File: src/rtl/taken_pred_pkg.sv
// Shared types and helpers for the taken/not-taken predictor table.
// Defining TAKEN_PRED_BYPASS_EN changes the table's read path.
package taken_pred_pkg;

    // Widest counter sat_step can handle; CNT_W must not exceed this.
    localparam int MAX_CNT_W = 16;
    localparam int SAT_W     = MAX_CNT_W + 1;

    typedef enum logic {
        SWEEP = 1'b0,
        RUN   = 1'b1
    } tp_state_e;

    // Weakly not-taken: the value just below the taken threshold.
    function automatic int unsigned init_val(input int unsigned cnt_w);
        return (1 << (cnt_w - 1)) - 1;
    endfunction

    // One-bit extension keeps the increment from wrapping before the clamp.
    function automatic logic [MAX_CNT_W-1:0] sat_step(input logic [MAX_CNT_W-1:0] cnt,
                                                      input logic                 taken,
                                                      input int unsigned          cnt_w);
        logic [SAT_W-1:0] ext;
        logic [SAT_W-1:0] top;
        logic [SAT_W-1:0] nxt;
        ext = {1'b0, cnt};
        top = SAT_W'((1 << cnt_w) - 1);
        if (taken) begin
            nxt = ext + SAT_W'(1);
            if (nxt > top) nxt = top;
        end else if (ext == '0) begin
            nxt = '0;
        end else begin
            nxt = ext - SAT_W'(1);
        end
        return nxt[MAX_CNT_W-1:0];
    endfunction

endpackage

File: src/rtl/taken_pred_sweep.sv
// Initialisation sweep controller: walks a write pointer over the table after
// reset or a clear request and reports busy until the last entry is written.
module taken_pred_sweep
    import taken_pred_pkg::*;
#(
    parameter int DEPTH = 64,
    parameter int IDX_W = $clog2(DEPTH)
) (
    input  logic             clk,
    input  logic             rst,
    input  logic             clr_req_i,
    output logic             busy_o,
    output logic [IDX_W-1:0] wr_idx_o
);

    tp_state_e        state_q, state_d;
    logic [IDX_W-1:0] ptr_q, ptr_d;

    always_ff @(posedge clk or posedge rst) begin
        if (rst) begin
            state_q <= SWEEP;
            ptr_q   <= '0;
        end else begin
            state_q <= state_d;
            ptr_q   <= ptr_d;
        end
    end

    always_comb begin
        state_d = state_q;
        ptr_d   = ptr_q;
        unique case (state_q)
            SWEEP: begin
                if (clr_req_i) begin
                    ptr_d = '0;
                end else if (ptr_q == IDX_W'(DEPTH - 1)) begin
                    state_d = RUN;
                    ptr_d   = '0;
                end else begin
                    ptr_d = ptr_q + IDX_W'(1);
                end
            end
            RUN: begin
                if (clr_req_i) begin
                    state_d = SWEEP;
                    ptr_d   = '0;
                end
            end
            default: begin
                state_d = SWEEP;
                ptr_d   = '0;
            end
        endcase
    end

    assign busy_o   = (state_q == SWEEP);
    assign wr_idx_o = ptr_q;

endmodule

File: src/rtl/taken_pred_table.sv
// Table of DEPTH saturating CNT_W-bit taken counters with a 1-cycle lookup.
// Optional macro TAKEN_PRED_BYPASS_EN forwards a same-cycle update to the lookup.
module taken_pred_table
    import taken_pred_pkg::*;
#(
    parameter int          CNT_W    = 2,
    parameter int          DEPTH    = 64,
    parameter int          IDX_W    = $clog2(DEPTH),
    parameter int unsigned INIT_VAL = init_val(CNT_W)
) (
    input  logic             clk,
    input  logic             rst,
    input  logic             pred_valid_i,
    input  logic [IDX_W-1:0] pred_idx_i,
    output logic             resp_valid_o,
    output logic             resp_taken_o,
    output logic             resp_strong_o,
    input  logic             upd_valid_i,
    input  logic [IDX_W-1:0] upd_idx_i,
    input  logic             upd_taken_i,
    input  logic             clr_req_i,
    output logic             busy_o
);

    logic [CNT_W-1:0] mem [DEPTH];

    logic             busy;
    logic [IDX_W-1:0] sweep_idx;
    logic             upd_fire;
    logic [CNT_W-1:0] upd_cur;
    logic [CNT_W-1:0] upd_next;
    logic [CNT_W-1:0] rd_val;
    logic             resp_valid_q;
    logic             resp_taken_q, resp_taken_d;
    logic             resp_strong_q, resp_strong_d;

    taken_pred_sweep #(
        .DEPTH (DEPTH),
        .IDX_W (IDX_W)
    ) u_sweep (
        .clk       (clk),
        .rst       (rst),
        .clr_req_i (clr_req_i),
        .busy_o    (busy),
        .wr_idx_o  (sweep_idx)
    );

    // A clear in the same cycle wins over an update, so the update is dropped.
    assign upd_fire = upd_valid_i && !clr_req_i && !busy;

    always_comb begin
        upd_cur  = mem[upd_idx_i];
        upd_next = CNT_W'(sat_step(MAX_CNT_W'(upd_cur), upd_taken_i, CNT_W));
        rd_val   = mem[pred_idx_i];
`ifdef TAKEN_PRED_BYPASS_EN
        if (upd_fire && (upd_idx_i == pred_idx_i)) begin
            rd_val = upd_next;
        end
`endif
        resp_taken_d  = !busy && rd_val[CNT_W-1];
        resp_strong_d = !busy && ((rd_val == '0) || (rd_val == '1));
    end

    // Storage has no reset so it can map onto RAM; the sweep initialises it.
    always_ff @(posedge clk) begin
        if (busy) begin
            mem[sweep_idx] <= CNT_W'(INIT_VAL);
        end else if (upd_fire) begin
            mem[upd_idx_i] <= upd_next;
        end
    end

    always_ff @(posedge clk or posedge rst) begin
        if (rst) begin
            resp_valid_q  <= 1'b0;
            resp_taken_q  <= 1'b0;
            resp_strong_q <= 1'b0;
        end else begin
            resp_valid_q  <= pred_valid_i;
            resp_taken_q  <= resp_taken_d;
            resp_strong_q <= resp_strong_d;
        end
    end

    assign resp_valid_o  = resp_valid_q;
    assign resp_taken_o  = resp_taken_q;
    assign resp_strong_o = resp_strong_q;
    assign busy_o        = busy;

endmodule

File: config.mk
export PLATFORM = sky130hd
export DESIGN_NAME = taken_pred_table
export DESIGN_NICKNAME = d
export VERILOG_FILES = /design/src/rtl/taken_pred_pkg.sv /design/src/rtl/taken_pred_sweep.sv /design/src/rtl/taken_pred_table.sv
export SDC_FILE = /design/constraint.sdc
export NUM_CORES = 1
export LEC_CHECK = 0
export ABC_AREA = 1
export CAP_MARGIN = 30
export CORE_UTILIZATION = 42
export DETAILED_ROUTE_END_ITERATION = 6
export GPL_TIMING_DRIVEN = 0
export PLACE_DENSITY = 0.69
export SYNTH_ARGS = -nofsm -noshare
export SYNTH_HDL_FRONTEND = slang
export SYNTH_HIERARCHICAL = 1
export SYNTH_SLANG_ARGS = --single-unit
File: constraint.sdc
create_clock -name clk -period 4.1 [get_ports clk]
set_input_delay 0.82 -clock clk [delete_from_list [all_inputs] [get_ports clk]]
set_output_delay 0.82 -clock clk [all_outputs]
set_load 0.1 [all_outputs]
Run 1, metal 1:
Supply wires on this layer in gray.
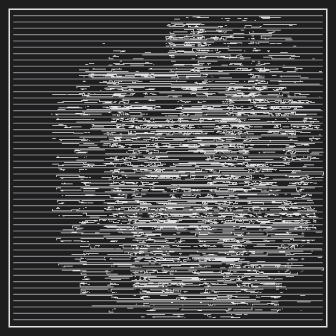
share of all routed wire = 38%
wire length on this layer = 9800 um
nets with wire on the layer = 890
main direction = horizontal
longest straight run = 61.6 um
final wirelength: 25610 um
grt met1 use: 36.80%

Run 1, the metal 2 layer:
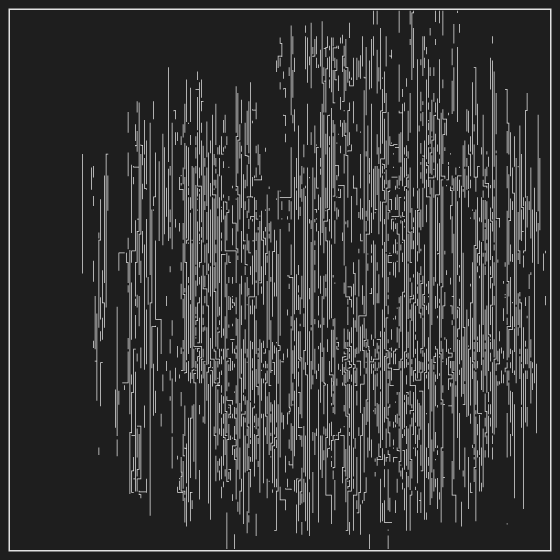
longest straight run = 77.3 um
nets with wire on the layer = 756
main direction = vertical
share of all routed wire = 44%
wire length on this layer = 11200 um
GRT met2 Usage: 42.23%
vias: 6941

Run 1, signal wires on met3:
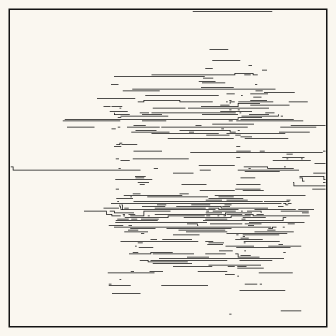
nets with wire on the layer = 140
wire length on this layer = 3240 um
share of all routed wire = 13%
longest straight run = 74.3 um
main direction = horizontal
met3 Use GR: 7.819%

Run 1, M4 wires:
Scale bar: 50 um. Supply wires on this layer in gray. Cells faint in the background.
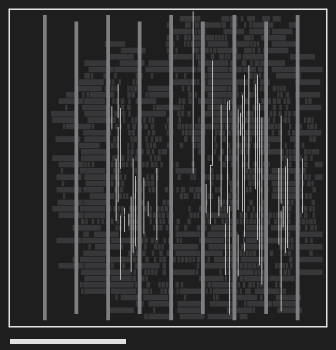
wire length on this layer = 1350 um
longest straight run = 71.4 um

==> impl_metrics.tcl, run 1 <==
# implementation run metrics
set metrics [dict create \
    xor_share_pct 0.1167 \
    grt_pass1_vias 6364 \
    cts_root_buf "clkbuf_16" \
    critPathMaxFanout 33 \
    yosys_cells 894 \
    fp.dieH_um 135.7 \
    lay_top_count "nand2_1" \
    cp.required_ps 4260 \
    buffers_excl_clock 65 \
    ys_area_um2 7506 \
    top_cell "nand2_1" \
    htreeDepth 4 \
    synth_top_area_share_pct 51.21 \
    cts_tree "yes" \
    status "complete, but fails checks" \
    gp_congestion 1.033 \
    top_area_cell "edfxtp_1" \
    antenna_left 0 \
    fin_ws_ps 565.5 \
    utilization_pct 49.56 \
    switching_share_pct 24.50 \
    maxPowerGroup "the clock network" \
    relSlewSlack_pct 34.80 \
    cts_setup_buffers 0 \
    violations "DRC" \
    io_buffers 15 \
    top_register "mem" \
    drc 3 \
    row_count 48 \
    path_clk_slew_ps 60 \
    hold_start "u_sweep/wr_idx_o[1]" \
    worst_pin_slew_ps 975.0 \
    path_class "primary input to flop" \
    place_area_um2 7995 \
    fin_setup_tns_ps 0 \
    ys_ff 138 \
    via_per_inst 5.938 \
    initCoreUtil_pct 43.25 \
    cp_cell_sequence "clkdlybuf4s50_1 -> inv_2 -> clkbuf_1 -> nand2_1 -> nand3_1 -> nand3_1 -> nand2_1 -> nand2_1 -> nand3_1 -> nand3_1 -> nand2_1 -> o21bai_1 -> nand2_2 -> buf_16" \
]
==> run 1 -> run 2 <==
- MAX_ROUTING_LAYER: unset -> met4
Run 2, the metal 2 layer:
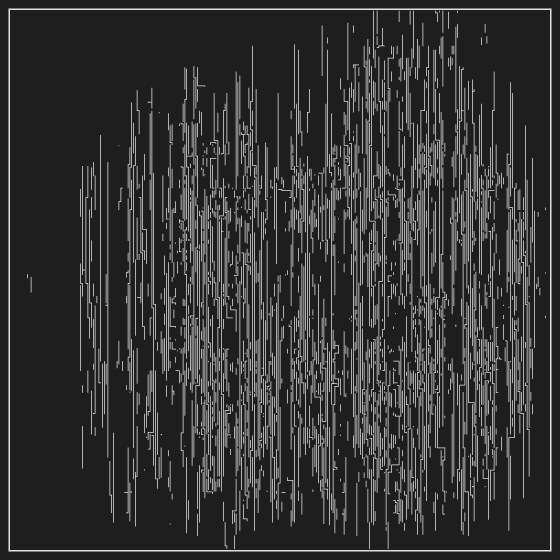
nets with wire on the layer = 760
share of all routed wire = 42%
longest straight run = 74.1 um
main direction = vertical
vias: 6997
final wirelength: 26140 um
GRT met2 Usage: 43.79%

==> impl_metrics.tcl, run 2 <==
# implementation run metrics
set metrics [dict create \
    status "complete, but fails checks" \
    htreeDepth 4 \
    drtIter0Drc 1051 \
    crit_end "mem[6][1]" \
    switching_share_pct 26.84 \
    row_count 48 \
    antenna_left 0 \
    xor_share_pct 0.1167 \
    io_buffers 15 \
    buffers_excl_clock 65 \
    cts_tree "yes" \
    ys_ff 138 \
    fin_ws_ps 533.0 \
    violations "DRC" \
    globalRouteMet1Util_pct 39.54 \
    grt_usage_pct 30.79 \
    yosys_cells 894 \
    path_class "primary input to flop" \
    comb_share_pct 35.99 \
    hold_start "u_sweep/state_q" \
    via_per_inst 5.991 \
    cts_setup_buffers 0 \
    ys_area_um2 7506 \
    top_area_cell "edfxtp_1" \
    grt_pass1_wl_um 38690 \
    place_area_um2 7988 \
    tapCellCount 225 \
    worst_pin_slew_ps 980.2 \
    grtUsageMet3_pct 8.455 \
    lay_top_count "nand2_1" \
    cp_cell_sequence "clkdlybuf4s50_1 -> inv_2 -> clkbuf_1 -> nand2_1 -> nand3_1 -> nand3_1 -> nand2_1 -> nand2_1 -> nand3_1 -> nand3_1 -> nand2_1 -> a21oi_1 -> nor2_4 -> buf_12" \
    initCoreUtil_pct 43.25 \
    top_register "mem" \
    maxPowerGroup "sequential cells" \
    fin_setup_tns_ps 0 \
    core_area_um2 17360 \
    fp.dieH_um 135.7 \
    gp_congestion 1.075 \
    critPathMaxFanout 34 \
    pg_seq_mw 1.53 \
    relSlewSlack_pct 34.45 \
    cts_root_buf "clkbuf_16" \
    grt_pass1_vias 6462 \
    synth_top_area_share_pct 51.21 \
    drive_gt1_share_pct 11.13 \
    cp-end-kind "flop" \
    drc 1 \
]
==> run 2 -> run 3 <==
- GPL_TIMING_DRIVEN: 0 -> unset
- SLEW_MARGIN: unset -> 20
Run 3, M4 wires:
Scale bar: 50 um. Supply wires on this layer in gray. Cells faint in the background.
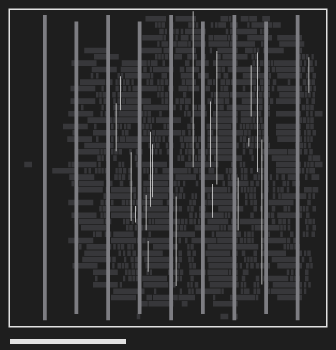
main direction = vertical
nets with wire on the layer = 15
share of all routed wire = 2.6%
vias: 6485
final wirelength: 20770 um

==> impl_metrics.tcl, run 3 <==
# implementation run metrics
set metrics [dict create \
    min_path_cells 1 \
    hold_start "u_sweep/wr_idx_o[1]" \
    switching_share_pct 23.63 \
    grt_pass1_wl_um 32610 \
    htreeDepth 4 \
    cp_cell_sequence "clkdlybuf4s50_1 -> nor3_4 -> inv_4 -> o21ai_4 -> nand4_1 -> buf_4 -> nor2_1" \
    fp.dieH_um 135.7 \
    grt_usage_pct 24.35 \
    synth_top_area_share_pct 51.21 \
    numClockSinks 138 \
    drc 0 \
    final_nets 925 \
    drive_gt1_share_pct 9.576 \
    comb_power_share_pct 9.5 \
    power_density_nw_per_um2 397.6 \
    io_buffers 21 \
    ys_area_um2 7506 \
    status "completed" \
    grtUsageMet3_pct 3.928 \
    cts_setup_buffers 0 \
    core_area_um2 17360 \
    relSlewSlack_pct 35.15 \
    use_met2_pct 39.54 \
    row_count 48 \
    cp-end-kind "flop" \
    wl_met3_um 1560 \
    yosys_cells 894 \
    crit_end "mem[10][1]" \
    top_area_cell "edfxtp_1" \
    drtIter0Drc 767 \
    maxPowerGroup "the clock network" \
    ys_ff 138 \
    cts_tree "yes" \
    power.total_mw 3.394 \
    top_register "mem" \
    initCoreUtil_pct 43.25 \
    lay_top_count "nand2_1" \
    xor_share_pct 0.1167 \
    antenna_left 0 \
    globalRouteMet1Util_pct 30.16 \
    critPathMaxFanout 9 \
    fin_ws_ps 975.0 \
    fin_setup_tns_ps 0 \
    tapCellCount 225 \
    place_area_um2 7939 \
    path_class "primary input to flop" \
    ys_seq_share_pct 54.54 \
    buffers_excl_clock 41 \
]
